### src/rtl/uart_tx.sv
// uart_tx: 8N1/8N2 UART transmitter with a one-entry holding register and BREAK generation.
// Latency: a byte accepted on edge k starts its start bit on edge k+1 (or right after the current frame).
// Backpressure: send_ready drops while the holding register is full, a BREAK is pending, or a BREAK is on the line.
//
// Ports:
//   clk, reset          - system clock, synchronous active-high reset
//   send_en, send_data  - byte offer, taken on an edge where send_en && send_ready
//   send_ready          - holding register free
//   send_break          - request a BREAK (sets a sticky pending flag)
//   send_busy           - anything queued or on the line
//   send_done           - one-cycle pulse during the last cycle of each data frame's final stop bit
//   uart_txd            - registered serial output, idle high
module uart_tx #(
  parameter int BIT_RATE   = 9600,
  parameter int CLK_HZ     = 100000000,
  parameter int STOP_BITS  = 1,
  parameter int BREAK_BITS = 11
) (
  input  logic       clk,
  input  logic       reset,
  input  logic       send_en,
  input  logic [7:0] send_data,
  output logic       send_ready,
  input  logic       send_break,
  output logic       send_busy,
  output logic       send_done,
  output logic       uart_txd
);

  localparam int          CYCLES_PER_BIT = CLK_HZ / BIT_RATE;
  localparam logic [15:0] BIT_LAST       = 16'(CYCLES_PER_BIT - 1);
  localparam logic [7:0]  STOP_LAST      = 8'(STOP_BITS - 1);
  // BREAK runs BREAK_BITS low periods (index 0..BREAK_BITS-1) plus one mark period (index BREAK_BITS).
  localparam logic [7:0]  BREAK_LOW_LAST = 8'(BREAK_BITS - 1);
  localparam logic [7:0]  BREAK_MARK     = 8'(BREAK_BITS);

  typedef enum logic [2:0] {
    IDLE  = 3'd0,
    START = 3'd1,
    DATA  = 3'd2,
    STOP  = 3'd3,
    BREAK = 3'd4
  } state_t;

  state_t      state, state_n;
  logic [15:0] cnt, cnt_n;          // cycle within the current bit period
  logic [7:0]  bit_cnt, bit_cnt_n;  // bit period within the current state
  logic [7:0]  shift, shift_n;
  logic [7:0]  hold;
  logic        hold_full;
  logic        break_pending;
  logic        txd_q, txd_n;
  logic        take_hold;
  logic        take_break;
  logic        done;
  logic        bit_end;
  logic        accept;

  assign send_ready = !reset && !hold_full && !break_pending && (state != BREAK);
  assign send_busy  = (state != IDLE) || hold_full || break_pending;
  assign send_done  = done;
  assign uart_txd   = txd_q;
  assign accept     = send_en && send_ready;
  assign bit_end    = (cnt == BIT_LAST);

  always_comb begin
    state_n    = state;
    cnt_n      = cnt;
    bit_cnt_n  = bit_cnt;
    shift_n    = shift;
    txd_n      = txd_q;
    take_hold  = 1'b0;
    take_break = 1'b0;
    done       = 1'b0;

    case (state)
      IDLE: begin
        txd_n = 1'b1;
        // A queued byte always wins over a pending BREAK.
        if (hold_full) begin
          state_n   = START;
          shift_n   = hold;
          take_hold = 1'b1;
          txd_n     = 1'b0;
          cnt_n     = 16'd0;
        end else if (break_pending) begin
          state_n    = BREAK;
          take_break = 1'b1;
          txd_n      = 1'b0;
          cnt_n      = 16'd0;
          bit_cnt_n  = 8'd0;
        end
      end

      START: begin
        if (bit_end) begin
          state_n   = DATA;
          cnt_n     = 16'd0;
          bit_cnt_n = 8'd0;
          txd_n     = shift[0];
        end else begin
          cnt_n = cnt + 16'd1;
        end
      end

      DATA: begin
        if (bit_end) begin
          cnt_n = 16'd0;
          if (bit_cnt == 8'd7) begin
            state_n   = STOP;
            bit_cnt_n = 8'd0;
            txd_n     = 1'b1;
          end else begin
            bit_cnt_n = bit_cnt + 8'd1;
            shift_n   = {1'b0, shift[7:1]};
            txd_n     = shift[1];
          end
        end else begin
          cnt_n = cnt + 16'd1;
        end
      end

      STOP: begin
        if (bit_end) begin
          cnt_n = 16'd0;
          if (bit_cnt == STOP_LAST) begin
            done      = 1'b1;
            bit_cnt_n = 8'd0;
            // Chain straight into the next frame so there is no idle gap.
            if (hold_full) begin
              state_n   = START;
              shift_n   = hold;
              take_hold = 1'b1;
              txd_n     = 1'b0;
            end else begin
              state_n = IDLE;
              txd_n   = 1'b1;
            end
          end else begin
            bit_cnt_n = bit_cnt + 8'd1;
          end
        end else begin
          cnt_n = cnt + 16'd1;
        end
      end

      BREAK: begin
        if (bit_end) begin
          cnt_n = 16'd0;
          if (bit_cnt == BREAK_MARK) begin
            state_n   = IDLE;
            bit_cnt_n = 8'd0;
            txd_n     = 1'b1;
          end else begin
            bit_cnt_n = bit_cnt + 8'd1;
            if (bit_cnt == BREAK_LOW_LAST) begin
              txd_n = 1'b1;
            end
          end
        end else begin
          cnt_n = cnt + 16'd1;
        end
      end

      default: begin
        state_n = IDLE;
        txd_n   = 1'b1;
      end
    endcase
  end

  always_ff @(posedge clk) begin
    if (reset) begin
      state         <= IDLE;
      cnt           <= 16'd0;
      bit_cnt       <= 8'd0;
      shift         <= 8'd0;
      hold          <= 8'd0;
      hold_full     <= 1'b0;
      break_pending <= 1'b0;
      txd_q         <= 1'b1;
    end else begin
      state   <= state_n;
      cnt     <= cnt_n;
      bit_cnt <= bit_cnt_n;
      shift   <= shift_n;
      txd_q   <= txd_n;

      // accept needs an empty hold, take_hold needs a full one: never both.
      if (accept) begin
        hold      <= send_data;
        hold_full <= 1'b1;
      end else if (take_hold) begin
        hold_full <= 1'b0;
      end

      // A request arriving on the launch edge re-arms the flag for another BREAK.
      if (send_break) begin
        break_pending <= 1'b1;
      end else if (take_break) begin
        break_pending <= 1'b0;
      end
    end
  end

endmodule

### config.mk
export PLATFORM = sky130hd
export DESIGN_NAME = uart_tx
export DESIGN_NICKNAME = d
export VERILOG_FILES = /design/src/rtl/uart_tx.sv
export SDC_FILE = /design/constraint.sdc
export NUM_CORES = 1
export LEC_CHECK = 0
export CORE_AREA = 8 8 71 85
export CTS_BUF_LIST = sky130_fd_sc_hd__clkbuf_4 sky130_fd_sc_hd__clkbuf_8 sky130_fd_sc_hd__clkbuf_16
export DETAILED_ROUTE_END_ITERATION = 12
export DIE_AREA = 0 0 79 93
export MAX_ROUTING_LAYER = met4
export PLACE_DENSITY_LB_ADDON = 0.12
export SLEW_MARGIN = 20
export SYNTH_ARGS = -nofsm -noshare
export SYNTH_HDL_FRONTEND = slang
export SYNTH_SLANG_ARGS = --single-unit
### constraint.sdc
create_clock -name clk -period 3.1 [get_ports clk]
set_clock_uncertainty 0.05 [all_clocks]
set_input_delay 0.31 -clock clk [delete_from_list [all_inputs] [get_ports clk]]
set_output_delay 0.31 -clock clk [all_outputs]
set_load 0.01 [all_outputs]
==> deck_impl_summary.md, run 1 <==
Implementation Results

STA
  – Max Freq: 0.3560 GHz
  – Rel. slew slack: 42.94%
  – Slew Limit Fails: 0

Logic synthesis
  – Distinct cell type count after synthesis: 58
  – Chip area line of the yosys report: 0.002437 mm²

Placed design
  – Final HPWL DP: 3544 µm
  – Place WS: 0.6004 ns

Finish
  – Layout Cells excl Fill: 350
  – Antenna cells: 0
  – Comb area share: 51.99%
  – Most frequent logic cell in the layout: dfxtp_1

Power and ir drop
  – Seq pwr: 636 µW
  – Combinational share of power: 12.3%

Status
  – Status: completed

Worst setup path
  – Worst R2R Start: cnt[0]$_SDFFE_PP0P_
  – CP Launch Point: cnt[0]$_SDFFE_PP0P_
  – CP Cell Sequence: ha_1 > and4_1 > nand4_4 > nor3_1 > clkdlybuf4s50_1

Drt
  – Routed WL: 4939 µm
  – Metal2 WL: 2459 µm

Global route
  – Global-route met1 utilization: 17.19%
  – Total track usage: 14.70%
  – Grt met2 use: 24.16%
  – Most Crowded Layer GR: met2

Die
  – Rows: 28
Run 1, floorplan with the power grid:
Drawn at 4 px/µm. Pins as bars on the die edge. Tap cells in gray.
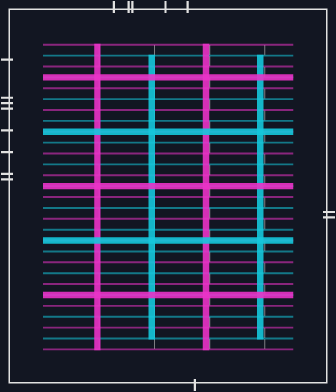
Key: VSS = magenta; VDD = cyan
60 tap cells. 16 signal pins sit on the boundary. 4 straps on met4. The core has 28 rows. 5 straps on met5.
maximum VDD drop: 0.2375 mV
Die H: 93 µm
chip width: 79 µm
core area: 0.004765 mm²

Run 1, cell area per tile:
Drawn at 4 px/µm. 8 x 9 tiles, from white (low) to dark blue (high), 0 to 100% covered.
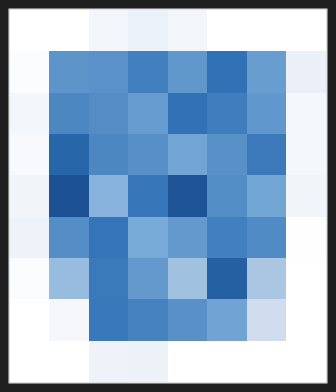
24% of the tiles are nearly empty. The mean over all tiles is 36%. The fullest tile reaches 86%. The densest ninth of the die: middle.
FP Core Util: 51.16%
final core occ: 57.38%

Run 1, clock routing:
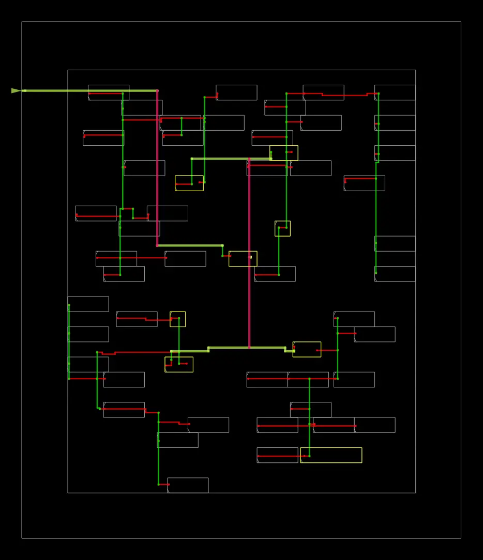
clock buffers: 6
clk sink count: 46
flop count: 46

Run 1, routed metal, one color a layer:
Drawn at 4 px/µm.
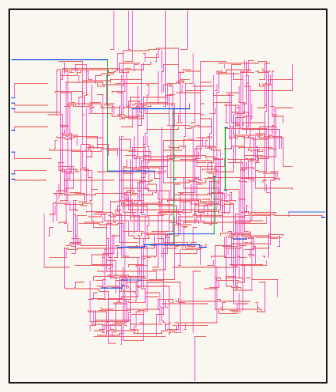
Key: metal 4 = green [wire length 91.8 µm]; metal 1 = red [wire length 2270 µm]; metal 3 = blue [wire length 115 µm]; metal 2 = magenta [wire length 2460 µm]
drt wl/cell: 14.11 µm
DR vias: 2007

--- run 2 (diff from run 1) ---
- CORE_AREA: 8 8 71 85 -> 8 8 86 103
- DIE_AREA: 0 0 79 93 -> 0 0 94 111
- HOLD_SLACK_MARGIN: default -> 0.15
Run 2, routed metal, one color a layer:
Drawn at 4 px/µm.
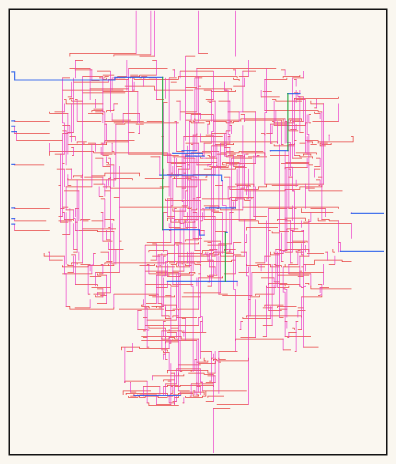
Key: metal 4 = green [wire length 64.6 µm]; metal 1 = red [wire length 2470 µm]; metal 2 = magenta [wire length 2780 µm]; metal 3 = blue [wire length 153 µm]
Routed WL: 5469 µm
drt wl/cell: 14.39 µm
DR vias: 2033
total track usage: 11.06%

Run 2, cell area per tile:
Drawn at 3 px/µm. 9 x 11 tiles, from white (low) to dark blue (high), 0 to 100% covered.
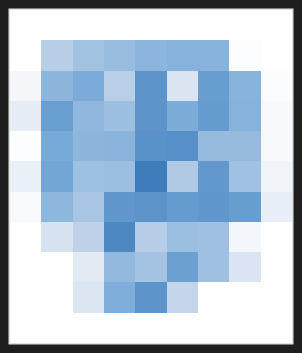
The fullest tile reaches 69%. The mean over all tiles is 26%. The emptiest ninth of the die: bottom left. 33% of the tiles are nearly empty. The densest ninth of the die: middle.

==> deck_impl_summary.md, run 2 <==
Implementation Results

Die
  – Die H: 111 µm (+19%)
  – Chip width: 94 µm (+19%)
  – FP Core Util: 34.10% (-17 points)
  – Rows: 34 (+21%)
  – Core area: 0.007147 mm² (+50%)

Finish
  – Mi-comb count: 212
  – Comb area share: 50.85% (-1.1 points)
  – Layout Cells excl Fill: 380 (+8.6%)
  – Antenna cells: 0 (unchanged)
  – Most frequent logic cell in the layout: dfxtp_1
  – Flop count: 46 (unchanged)
  – Clock buffers: 5 (-1)
  – Final core occ: 39.11% (-18 points)

Status
  – Status: completed

STA
  – Rel. slew slack: 39.57% (-3.4 points)
  – Max Freq: 0.3555 GHz (-0.14%)
  – Worst hold-check slack: 0.4136 ns

Job
  – Max_cap viols: 0

Placed design
  – Place WS: 0.5617 ns (-0.03873 ns)

Drt
  – DRC violations left: 0
  – Metal2 WL: 2776 µm (+13%)
  – Initial drt markers: 89

Power and ir drop
  – Maximum VDD drop: 0.2016 mV (-15%)
  – Seq pwr: 637 µW (about the same)
  – Combinational share of power: 11.7% (-0.6 points)
  – Comb pwr: 157 µW

Logic synthesis
  – Dominant kind of combinational cell: simple AND/OR/NAND/NOR gates
  – Distinct cell type count after synthesis: 58 (unchanged)
  – Synth Instances: 279
  – Chip area line of the yosys report: 0.002437 mm² (unchanged)
  – Simple-Gate Area Share: 27.87%

Global route
  – Most Crowded Layer GR: met2
  – Grt met2 use: 18.48% (-5.7 points)
  – Global-route met1 utilization: 12.81% (-4.4 points)

Worst setup path
  – Slowest stage delay, CP: 0.60 ns
  – CP Depth: 5
  – Worst R2R Start: cnt[0]$_SDFFE_PP0P_
  – CP Cell Sequence: ha_1 > and4_1 > nand4_4 > nor3_1 > clkdlybuf4s50_1
  – CP Data Arrival Time: 2.45 ns
  – CP Launch Point: cnt[0]$_SDFFE_PP0P_

Clock tree
  – Clk sink count: 46 (unchanged)

Worst hold path
  – Cells on Worst Hold Path: 2
Run 2, clock routing:
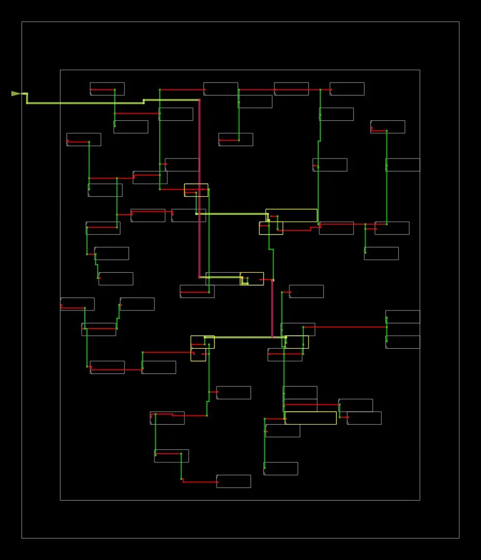
CTS Buf Count: 5
worst skew pair latency: 0.31 ns

No activity file was given, so power comes from the tool's default toggle rates.
